Design qsm_tx_encoder, sky130hd; sources not shown.
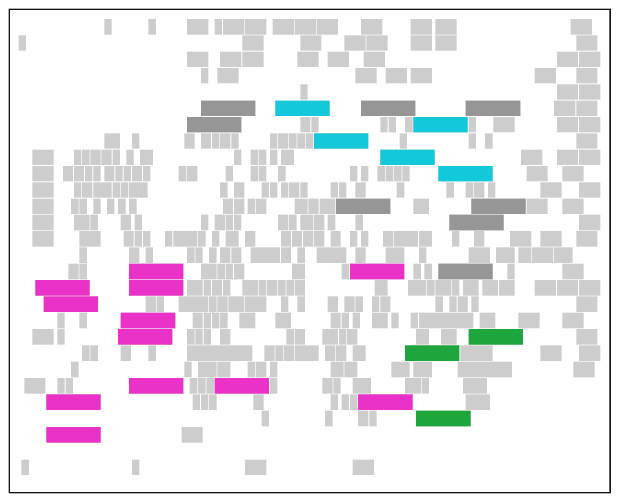
Run 1: register map, names as in the netlist
Drawn at 6 px/um.
netlist name	colour	flops
word_q	magenta	12
cnt_q	green	3
x_i	cyan	5
flop share of the area: 0.232
post-layout util: 0.409
Reg area: 701 sq um
Power Sequential: 1.02 mW

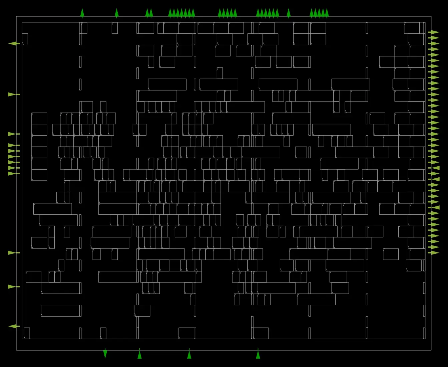
Run 1: cell outlines without signal wires
flop count: 28
Fillers: 763
Non-Filler Instances: 484
Tapcell Cnt: 105

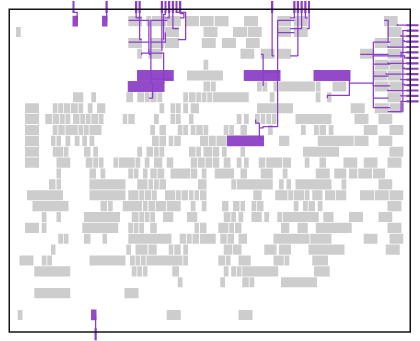
Run 1: port wiring
Drawn at 4 px/um.
port	colour	direction	edge	end cells	buffers	wire
x_r	purple	output	16 top, 15 right, 1 bottom	8	29	373 um
I/O pins: 84
port bufs: 77

==> impl_metrics.toml, run 1 <==
# generated from flow reports
[power_and_ir_drop]
finalPower_mw = 5.31
power_leakage_nw = 1.42
maxPowerGroup = "combinational logic"
p_clk_frac = 0.074
intPower_mw = 2.66
comb-power_mw = 3.90
powerDensity_nw_per_um2 = 1760
switching_share = 0.499
p_sw_mw = 2.65
pwr-share-comb = 0.734

[logic_synthesis]
top_area_cell = "dfrtp_1"
yosys_warnings = 0
edf_count = 0
ys_cells = 339
ys_async_sr_fraction = 1.00
yosys.area.top_type_share = 0.305
synth_area_sq_um = 2300
ys_seq_frac = 0.305
synthFlopType = "dfrtp_1"
most_common_cell = "nand2_1"
common_cells = "102 x nand2_1, 54 x buf_4, 29 x nand3_1, 28 x dfrtp_1, 26 x inv_1"
syn_inst = 339
ys_chip_area_sq_um = 2300
numSynthFlops = 28
synth_cell_type_count = 32
syn_area_per_cell_sq_um = 6.78

[floorplanning]
die_h_um = 80.3
chipWidth_um = 99.9
row_count = 28
dieArea_sq_um = 8020
core_sq_um = 7390
fp_util = 0.311

[global_route]
busiest_layer = "met2"
grt_max_degree = 29
grt_pass1_wl_um = 8870
grt_util_all_layers = 0.138
antenna_found_initial = 0
use_met3 = 0.0279
grt_pass1_vias = 1941
gr-total-overflow = 0
gr-usage-met2 = 0.234

[routing]
drt-pass1-iter-count = 4
drtIter0Drc = 121
wl_met1_um = 2660
wl_met3_um = 379
finalWirelength_um = 5410
post-route-drc-count = 0
top_layer = "met4"
vias_per_cell = 4.46
ant_nets = 0
via_count = 2161
wl_met2_um = 2350
wl_per_cell_um = 11.2

[cts]
ctsResizeCount = 4
cts_max_level = 1
cts_made_buffers = 3
max-clock-path-buffers = 2
clk_pin_slew_ps = 100
cts_setup_buffers = 0
clock_latency_ps = 280
ctsHoldBuffers = 0
cts_root_buf = "clkbuf_8"
tritoncts = "yes"

[critical_path]
r2r_cells = 17
cp_max_fo = 6
critPathLaunchType = "register"
criticalPathCategory = "reg2reg"
worstPathRequired_ps = 2330
end_kind = "register"
r2r_setup_slack_ps = 160

[finish]
largest_register_ffs = 12
drive_above_1_share = 0.116
area_growth_pct = 31.4
final_cell_area_sq_um = 3020
diodes = 0
fin_nets = 399

[job]
drv_cap = 0
warnings = 27

[run_status]
outcome = "complete, no violations"

[placed_design]
dp_cells = 477
pre_cts_ws_ps = -68.1
place_area_sq_um = 2860
post-dp-hpwl_um = 4220

[timing]
setup_viol = 0
period_used_share = 0.932
fin_tns_setup_ps = 0
hold_viol = 0
fmax_mhz = 467
post-route-min-period_ps = 2140
finalMaxSlewViolations = 0
fin_ws_ps = 157

[hold_path]
hp-class = "in2async"
==> run 1: logic make-up (layout without fill, tap and decap cells) <==
kind of cell | Yosys count | in the layout | synth area share
AND-OR/OR-AND | 45 | 45 | 0.110
XOR/XNOR | 1 | 1 | 0.00381
adder cells (fa/ha/maj) | 3 | 3 | 0.0163
buffers and inverters | 92 | 127 | 0.246
flip-flops | 28 | 28 | 0.305
multiplexers | 1 | 1 | 0.00435
other | 1 | 6 | 0.00163
AND/OR/NAND/NOR | 168 | 168 | 0.313
==> run 1: stage by stage <==
stage	util	hold slack [ps]
2_1_floorplan	-	260
3_3_place_gp	0.387	323
3_5_place_dp	0.387	324
4_1_cts	0.399	343
5_1_grt	0.409	392
6_report	0.409	339
==> run 1: layout by cell type (no fill, tap or decap), types with 3 or more instances in the layout <==
cell	Yosys	final
a21oi_2	3	4
o21ai_0	24	20
a21oi_1	9	8
inv_1	26	25
nor2_1	23	23
nand4_1	3	3
dfrtp_1	28	28
nand2_2	4	7
nand3b_1	3	3
buf_4	54	13
o21ai_1	2	5
nand2_1	102	98
clkdlybuf4s50_1	0	76
nand3_1	29	29
clkbuf_8	0	3
conb_1	1	6
==> run 1: worst max-delay path: stages, from the launching register on <==
cell and delay, ps:
dfrtp_1 390, buf_6 130, inv_6 40, ha_4 300, inv_4 40, a21oi_2 110
nand2_2 90, nand2_4 100, nand2_2 60, buf_4 120, nand3_1 70, nand2_1 50
nand2_1 70, nand2_2 60, nand3_1 60, nand2_1 80, nand2_1 80, nand2_1 50
==> run 1: final cells by class <==
type / count / area, sq um
inverter: 31 / 126
multi-input combinational: 224 / 1100
tap: 105 / 131
clock inverter: 1 / 30.0
clock buffer: 3 / 41.3
fill: 763 / 4370
sequential: 28 / 701
timing repair buffer: 92 / 890
==> run 2, diff against run 1 <==
--- a/config.mk
+++ b/config.mk
@@ -6,6 +6,7 @@
 export NUM_CORES = 1
 export LEC_CHECK = 0
 export ABC_AREA = 1
+export CAP_MARGIN = 20
 export CORE_ASPECT_RATIO = 0.8
 export CORE_UTILIZATION = 30
 export CTS_CLUSTER_DIAMETER = 200
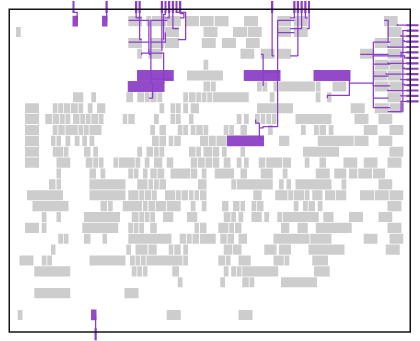
Run 2: port wiring
Drawn at 4 px/um.
port	colour	direction	edge	end cells	buffers	wire
x_r	purple	output	16 top, 15 right, 1 bottom	8	29	373 um

==> impl_metrics.toml, run 2 <==
# generated from flow reports
[logic_synthesis]
most_common_cell = "nand2_1"
ys_seq_frac = 0.305
top_area_cell = "dfrtp_1"
synth_area_sq_um = 2300
ys_cells = 339
syn_area_per_cell_sq_um = 6.78
yosys.area.top_type_share = 0.305
yosys_warnings = 0
synth_cell_type_count = 32
edf_count = 0
ys_async_sr_fraction = 1.00
numSynthFlops = 28
synthFlopType = "dfrtp_1"
ys_chip_area_sq_um = 2300

[finish]
diodes = 0
final_cell_mix = "98 x nand2_1, 76 x clkdlybuf4s50_1, 29 x nand3_1, 28 x dfrtp_1, 25 x inv_1"
area.sequential_sq_um = 701
layout_top_cell = "nand2_1"
finalNonFillerCells = 484
largest_register_ffs = 12
logic_area_sq_um = 1100
drive_above_1_share = 0.116
area_growth_pct = 31.4

[cts]
max-clock-path-buffers = 2
cts_made_buffers = 3
clk_pin_slew_ps = 100
cts_max_level = 1
clock_latency_ps = 280
cts_root_buf = "clkbuf_8"
tritoncts = "yes"

[routing]
vias_per_cell = 4.46
drtIter0Drc = 121
ant_nets = 0
wl_met2_um = 2350

[floorplanning]
die_h_um = 80.3
core_sq_um = 7390
fp_util = 0.311
row_count = 28
chipWidth_um = 99.9

[run_status]
outcome = "complete, no violations"

[critical_path]
critPathLaunchType = "register"
r2r_cells = 17
slowest_delay_ps = 390
r2r_setup_slack_ps = 160
worstPathRequired_ps = 2330
cp_slowest_cell = "dfrtp_1"
crit_path_frequent_cell = "nand2_1"

[global_route]
grt_max_degree = 29
grt_pass1_vias = 1941
antenna_found_initial = 0

[power_and_ir_drop]
intPower_mw = 2.66
powerDensity_nw_per_um2 = 1760
switching_share = 0.499
p_clk_frac = 0.074
finalPower_mw = 5.31

[job]
warnings = 27
drv_cap = 0

[timing]
finalMaxSlewViolations = 0
fin_tns_setup_ps = 0
hold_viol = 0
fmax_mhz = 467
post-route-min-period_ps = 2140
setup_viol = 0

[hold_path]
hp-class = "in2async"

[placed_design]
dp_cells = 477
pre_cts_ws_ps = -68.1
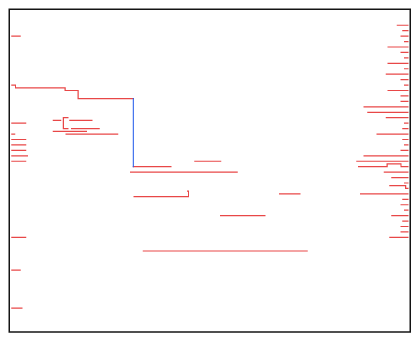
Run 2: signal wires by layer
Drawn at 4 px/um. Only two layers are drawn.
layer	colour	wire length
metal 3	red	380 um
metal 4	blue	17.0 um
Overall Global Routing Usage: 0.138
wire length per cell: 11.2 um
wirelength, routed: 5410 um
vias: 2161

[run 2: area by class of cell]
| cell class | instances | share of cell area |
|---|---|---|
| clock buffer | 3 | 0.0137 |
| clock inverter | 1 | 0.00994 |
| inverter | 31 | 0.0418 |
| multi-input combinational | 224 | 0.365 |
| sequential | 28 | 0.232 |
| tap | 105 | 0.0435 |
| timing repair buffer | 92 | 0.294 |
[run 2: power groups by stage]
stage	logic, mW	clock network (mW)	registers [mW]
3_3_place_gp	3.61	0	1.01
2_1_floorplan	2.63	0	1.08
5_1_grt	4.30	0.425	1.07
6_report	3.90	0.395	1.02
4_1_cts	3.69	0.411	1.02
3_5_place_dp	3.64	0	1.03
[run 2: critical path: cells and delay by family (launching register included)]
kind	cells	cell delay [ps]
AND/OR/NAND/NOR	11	770
flip-flops	1	390
buffers and inverters	4	330
adder cells (fa/ha/maj)	1	300
AND-OR/OR-AND	1	110
[run 2: through the flow]
stage	hold slack (ps)	cell area, sq um
floorplan	260	2320
global placement	323	2860
detailed placement	324	2860
CTS	343	2950
global route	392	3020
finish	339	3020
[run 2: cells by family after synthesis]
group | after synthesis | synth area share
xor gates and xnor gates | 1 | 0.00381
and+or+nand+nor | 168 | 0.313
muxes | 1 | 0.00435
buffers and inverters | 92 | 0.246
DFF | 28 | 0.305
AOI/OAI and AO/OA | 45 | 0.110
other | 1 | 0.00163
adders and majority gates | 3 | 0.0163
[run 2: what timing repair did]
item | 4_1_cts | 5_1_grt
pin swaps | 0 | 7
resized | 4 | 19
buffers inserted | 0 | 3
cloned | 0 | 0
endpoints found under the setup margin | 8 | 10
[run 2: layer usage]
layer | vias to the layer above | track usage
met5 | - | 0
met4 | 0 | 0.0206
met3 | 2 | 0.0279
met2 | 81 | 0.234
met1 | 969 | 0.186
li1 | 1109 | -
Power and IR drop assume default switching activity.
